## src/rtl/fetch_sequencer_if.sv

```systemverilog
// fetch_sequencer_if
//
// Purpose: groups the instruction-ROM, decode-handshake, redirect and
// (optionally) debug-read signals of the fetch sequencer into one bundle.
//
// Signals:
//   oRomAddress      address presented to the combinational instruction ROM
//   iRomInstruction  ROM data for oRomAddress, same cycle
//   oInstruction     instruction at the head of the fetch buffer
//   oPC              address of the head instruction
//   oValid           head entry valid
//   iReady           decode accepts the head entry
//   iRedirect        jump taken, restart fetching at iTarget
//   iTarget          redirect target address
//   iDbgReq          debug ROM read request, held until oDbgAck
//   iDbgAddress      debug read address
//   oDbgAck          one-cycle debug read acknowledge
//   oDbgData         debug read data, valid with oDbgAck
//
// Configuration macro: FETCH_DEBUG_PORT_EN adds the four debug signals.
//
// Modports:
//   master  the fetch sequencer itself
//   slave   the ROM / decode / debug environment around it

interface fetch_sequencer_if #(
    parameter int ADDR_WIDTH = 16,
    parameter int INSN_WIDTH = 28
);
    logic [ADDR_WIDTH-1:0] oRomAddress;
    logic [INSN_WIDTH-1:0] iRomInstruction;
    logic [INSN_WIDTH-1:0] oInstruction;
    logic [ADDR_WIDTH-1:0] oPC;
    logic                  oValid;
    logic                  iReady;
    logic                  iRedirect;
    logic [ADDR_WIDTH-1:0] iTarget;
`ifdef FETCH_DEBUG_PORT_EN
    logic                  iDbgReq;
    logic [ADDR_WIDTH-1:0] iDbgAddress;
    logic                  oDbgAck;
    logic [INSN_WIDTH-1:0] oDbgData;
`endif

    modport master (
        output oRomAddress,
        input  iRomInstruction,
        output oInstruction,
        output oPC,
        output oValid,
        input  iReady,
        input  iRedirect,
        input  iTarget
`ifdef FETCH_DEBUG_PORT_EN
        ,
        input  iDbgReq,
        input  iDbgAddress,
        output oDbgAck,
        output oDbgData
`endif
    );

    modport slave (
        input  oRomAddress,
        output iRomInstruction,
        input  oInstruction,
        input  oPC,
        input  oValid,
        output iReady,
        output iRedirect,
        output iTarget
`ifdef FETCH_DEBUG_PORT_EN
        ,
        output iDbgReq,
        output iDbgAddress,
        input  oDbgAck,
        input  oDbgData
`endif
    );
endinterface

```

## src/rtl/fetch_sequencer.sv

```systemverilog
// fetch_sequencer
//
// Purpose: sequential instruction fetch from a combinational ROM into a
// two-entry {instruction, address} buffer feeding decode. Jumps flush the
// buffer and restart at the target. An optional debug port steals single
// ROM cycles for debugger reads, forced after a bounded wait.
//
// Ports:
//   Clock  rising-edge clock
//   Reset  asynchronous active-low reset
//   bus    fetch_sequencer_if.master (ROM, decode handshake, redirect, debug)
//
// Parameters:
//   ADDR_WIDTH    ROM address width
//   INSN_WIDTH    instruction width
//   RESET_PC      first fetch address after reset
//   DBG_MAX_WAIT  cycles a pending debug read may wait before it is forced
//
// Configuration macro: FETCH_DEBUG_PORT_EN enables the debug read port,
// its wait counter and the S_DBG state. Without it the ROM address is
// always the PC (RESET_PC while initialising).

module fetch_sequencer #(
    parameter int          ADDR_WIDTH   = 16,
    parameter int          INSN_WIDTH   = 28,
    parameter int unsigned RESET_PC     = 0,
    parameter int          DBG_MAX_WAIT = 4
) (
    input logic               Clock,
    input logic               Reset,
    fetch_sequencer_if.master bus
);

    localparam logic [ADDR_WIDTH-1:0] RESET_ADDR = ADDR_WIDTH'(RESET_PC);

`ifdef FETCH_DEBUG_PORT_EN
    typedef enum logic [1:0] {S_INIT, S_FETCH, S_DBG} state_e;
`else
    typedef enum logic {S_INIT, S_FETCH} state_e;
`endif

    state_e                state;
    logic [ADDR_WIDTH-1:0] pc;
    logic [1:0]            count;
    logic [INSN_WIDTH-1:0] headInsn;
    logic [INSN_WIDTH-1:0] tailInsn;
    logic [ADDR_WIDTH-1:0] headPc;
    logic [ADDR_WIDTH-1:0] tailPc;
    logic                  full;
    logic                  pop;
    logic                  push;

    assign full = (count == 2'd2);
    assign pop  = (count != 2'd0) && bus.iReady;

    // A slot frees up in the same cycle decode pops, so a full buffer
    // can still fetch when the head is being accepted.
    assign push = (state == S_FETCH) && !bus.iRedirect && (!full || pop);

    assign bus.oValid       = (count != 2'd0);
    assign bus.oInstruction = headInsn;
    assign bus.oPC          = headPc;

`ifdef FETCH_DEBUG_PORT_EN
    localparam int WAIT_BITS = $clog2(DBG_MAX_WAIT + 2);

    logic [WAIT_BITS-1:0]  waitCount;
    logic                  dbgAck;
    logic [INSN_WIDTH-1:0] dbgData;
    logic                  dbgPending;
    logic                  dbgEnter;

    // The requester still holds iDbgReq during its ack cycle; masking it
    // there keeps that cycle from counting as a new request.
    assign dbgPending = bus.iDbgReq && !dbgAck;

    // Steal the ROM when fetch could not use it anyway (buffer stuck full,
    // or a redirect cycle), or when the request has waited long enough.
    assign dbgEnter = (state == S_FETCH) && dbgPending &&
                      ((full && !pop) || bus.iRedirect ||
                       (waitCount >= WAIT_BITS'(DBG_MAX_WAIT)));

    assign bus.oDbgAck  = dbgAck;
    assign bus.oDbgData = dbgData;
`endif

    // ROM address mux: fixed during initialisation, debug address during a
    // stolen debug cycle, otherwise the fetch PC (also while stalled).
    always_comb begin
        bus.oRomAddress = pc;
        if (state == S_INIT) begin
            bus.oRomAddress = RESET_ADDR;
        end
`ifdef FETCH_DEBUG_PORT_EN
        else if (state == S_DBG) begin
            bus.oRomAddress = bus.iDbgAddress;
        end
`endif
    end

    // Control FSM with the registered debug outputs and the wait counter.
    always_ff @(posedge Clock or negedge Reset) begin
        if (!Reset) begin
            state     <= S_INIT;
`ifdef FETCH_DEBUG_PORT_EN
            waitCount <= '0;
            dbgAck    <= 1'b0;
            dbgData   <= '0;
`endif
        end else begin
`ifdef FETCH_DEBUG_PORT_EN
            dbgAck <= 1'b0;
`endif
            case (state)
                S_INIT:  state <= S_FETCH;
`ifdef FETCH_DEBUG_PORT_EN
                S_FETCH: if (dbgEnter) state <= S_DBG;
                S_DBG: begin
                    state   <= S_FETCH;
                    dbgAck  <= 1'b1;
                    dbgData <= bus.iRomInstruction;
                end
`else
                S_FETCH: state <= S_FETCH;
`endif
                default: state <= S_INIT;
            endcase
`ifdef FETCH_DEBUG_PORT_EN
            if ((state == S_DBG) || !dbgPending) begin
                waitCount <= '0;
            end else if (waitCount != '1) begin
                waitCount <= waitCount + 1'b1;
            end
`endif
        end
    end

    // Fetch PC and two-entry buffer. A redirect wins over everything: the
    // buffer is emptied (an entry popped in that cycle is simply dropped)
    // and fetching restarts at the target.
    always_ff @(posedge Clock or negedge Reset) begin
        if (!Reset) begin
            pc       <= RESET_ADDR;
            count    <= 2'd0;
            headInsn <= '0;
            tailInsn <= '0;
            headPc   <= '0;
            tailPc   <= '0;
        end else if (bus.iRedirect) begin
            pc    <= bus.iTarget;
            count <= 2'd0;
        end else begin
            if (push) begin
                pc <= pc + 1'b1;
            end
            case ({push, pop})
                2'b10: begin
                    if (count == 2'd0) begin
                        headInsn <= bus.iRomInstruction;
                        headPc   <= pc;
                    end else begin
                        tailInsn <= bus.iRomInstruction;
                        tailPc   <= pc;
                    end
                    count <= count + 2'd1;
                end
                2'b01: begin
                    headInsn <= tailInsn;
                    headPc   <= tailPc;
                    count    <= count - 2'd1;
                end
                2'b11: begin
                    if (count == 2'd1) begin
                        headInsn <= bus.iRomInstruction;
                        headPc   <= pc;
                    end else begin
                        headInsn <= tailInsn;
                        headPc   <= tailPc;
                        tailInsn <= bus.iRomInstruction;
                        tailPc   <= pc;
                    end
                end
                default: count <= count;
            endcase
        end
    end

endmodule

```

## src/flat_wrapper.sv

```systemverilog
// flat-port wrapper written by rule: the top's interface ports become plain ports
module fetch_sequencer_flat 
#(
    parameter int          ADDR_WIDTH   = 16,
    parameter int          INSN_WIDTH   = 28,
    parameter int unsigned RESET_PC     = 0,
    parameter int          DBG_MAX_WAIT = 4
)
  (Clock, Reset, bus_oRomAddress, bus_iRomInstruction, bus_oInstruction, bus_oPC, bus_oValid, bus_iReady, bus_iRedirect, bus_iTarget);
  fetch_sequencer_if #(.ADDR_WIDTH(ADDR_WIDTH), .INSN_WIDTH(INSN_WIDTH)) bus_i ();
  input logic Clock;
  input logic Reset;
  output wire logic [$bits(bus_i.oRomAddress)-1:0] bus_oRomAddress;
  input wire logic [$bits(bus_i.iRomInstruction)-1:0] bus_iRomInstruction;
  output wire logic [$bits(bus_i.oInstruction)-1:0] bus_oInstruction;
  output wire logic [$bits(bus_i.oPC)-1:0] bus_oPC;
  output wire logic [$bits(bus_i.oValid)-1:0] bus_oValid;
  input wire logic [$bits(bus_i.iReady)-1:0] bus_iReady;
  input wire logic [$bits(bus_i.iRedirect)-1:0] bus_iRedirect;
  input wire logic [$bits(bus_i.iTarget)-1:0] bus_iTarget;
  assign bus_oRomAddress = bus_i.oRomAddress;
  assign bus_i.iRomInstruction = bus_iRomInstruction;
  assign bus_oInstruction = bus_i.oInstruction;
  assign bus_oPC = bus_i.oPC;
  assign bus_oValid = bus_i.oValid;
  assign bus_i.iReady = bus_iReady;
  assign bus_i.iRedirect = bus_iRedirect;
  assign bus_i.iTarget = bus_iTarget;
  fetch_sequencer #(.ADDR_WIDTH(ADDR_WIDTH), .INSN_WIDTH(INSN_WIDTH), .RESET_PC(RESET_PC), .DBG_MAX_WAIT(DBG_MAX_WAIT)) u_core (.Clock(Clock), .Reset(Reset), .bus(bus_i));
endmodule
```

## config.mk

```make
export PLATFORM = sky130hd
export DESIGN_NAME = fetch_sequencer_flat
export DESIGN_NICKNAME = d
export VERILOG_FILES = /design/src/rtl/fetch_sequencer_if.sv /design/src/rtl/fetch_sequencer.sv /design/src/flat_wrapper.sv
export SDC_FILE = /design/constraint.sdc
export NUM_CORES = 1
export LEC_CHECK = 0
export CORE_ASPECT_RATIO = 0.7
export CORE_MARGIN = 2
export CORE_UTILIZATION = 42
export CTS_CLUSTER_SIZE = 28
export DETAILED_ROUTE_END_ITERATION = 6
export GPL_TIMING_DRIVEN = 0
export HOLD_SLACK_MARGIN = 0.12
export PLACE_DENSITY = 0.75
export SKIP_CTS_REPAIR_TIMING = 1
export SLEW_MARGIN = 0
export SYNTH_ARGS = -nofsm -noshare
export SYNTH_HDL_FRONTEND = slang
export SYNTH_SLANG_ARGS = --single-unit
```

## constraint.sdc

```tcl
create_clock -name Clock -period 2.1 [get_ports Clock]
set_input_delay 0.42 -clock Clock [delete_from_list [all_inputs] [get_ports Clock]]
set_output_delay 0.42 -clock Clock [all_outputs]
set_load 0.01 [all_outputs]
```

==> images/met2.png <==
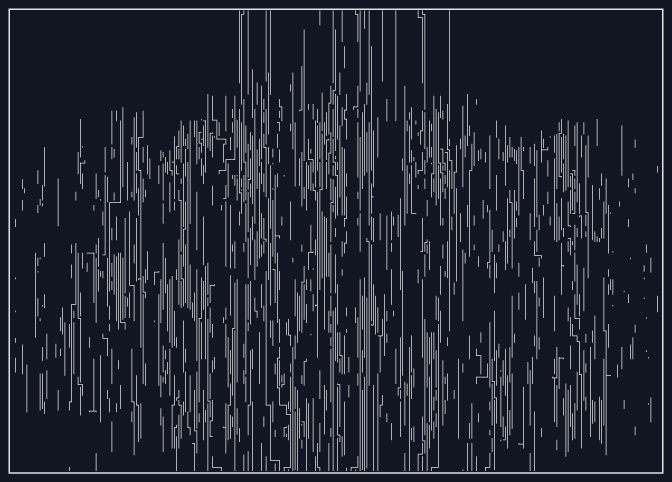
- nets with wire on the layer: 556
- main direction: vertical
vias post-DR: 3920
grt met2 use: 33.76%
drt total wl: 12730 microns

==> images/metal_stack.png <==
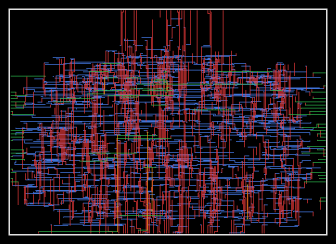
- met2: red (wire length 6210 microns)
- met3: green (wire length 637 microns)
- met4: orange (wire length 126 microns)
- met1: blue (wire length 5760 microns)

==> impl_metrics.tcl <==
# implementation run metrics
set metrics [dict create \
    status "finished clean" \
    crit_path_max_fanout 10 \
    track_usage_pct 20.57 \
    reg2reg_slack_ns 0.01 \
    rr_worst_depth 6 \
    met3_usage_pct 4.040 \
    yosysWarnings 0 \
    p_leak_uw 0.003119 \
    worstReg2RegEnd "u_core.pc[10]" \
    wl_met1_microns 5758 \
    clk_share_pct 4.100 \
    design.core.area_sq_mm 0.01164 \
    drive_above_1_share_pct 19.93 \
    buffers 149 \
    die_w_microns 134.1 \
    top_area_cell "dfrtp_1" \
    irDropWorstVdd_mv 0.7115 \
    worstPathRequired_ns 2.38 \
    route.met3.wl_microns 636 \
    drt_iter0_markers 229 \
    fin_cells 739 \
    switching_share_pct 33.19 \
    clk_latency_ns 0.34 \
    worst_pin_slew_ns 0.7851 \
    n_antenna_cell 0 \
    cp-startpoint "u_core.count[0]" \
    rows 33 \
    root_buffer "clkbuf_16" \
    p_seq_uw 3500 \
    setup_slack_ns 0.01102 \
    place_ws_ns -0.5640 \
    inv_count 8 \
    finalClockPeriodUsage_pct 99.48 \
    synth_top_area_share_pct 53.82 \
    logic_gates 302 \
    drt_drc_violations_left 0 \
    critPathKind "flip-flop to flip-flop" \
    grt_max_degree 61 \
    fp_util_pct 42.73 \
    grt_setup_unrepaired "yes" \
    ys.flops 107 \
    met2_length_microns 6210 \
    yosysMostFrequentCell "dfrtp_1" \
    synth_top_flop_cell "dfrtp_1" \
    cp-start-kind "flip-flop" \
]
[per-stage QoR]
step / total power [uW] / area, sq um / hold WS, ns
2_1_floorplan: 5259 / 4975 / 0.1244
4_1_cts: 8447 / 6555 / 0.1865
5_1_grt: 9073 / 6775 / 0.2225
3_5_place_dp: 6829 / 6277 / 0.4927
6_report: 8552 / 6775 / 0.1592
3_3_place_gp: 6660 / 6252 / 0.4860
[logic make-up (layout without fill, tap and decap cells)]
logic type	count (synthesis)	in the layout	synth area share, %
AOI/OAI and AO/OA	84	84	9.859
xor gates and xnor gates	7	7	1.232
adders and majority gates	4	4	1.006
buffers and inverters	38	173	3.219
DFF	107	107	53.82
muxes	91	91	19.44
other	1	1	0.07538
and+or+nand+nor	115	115	11.34
No activity file was given, so power comes from the tool's default toggle rates.
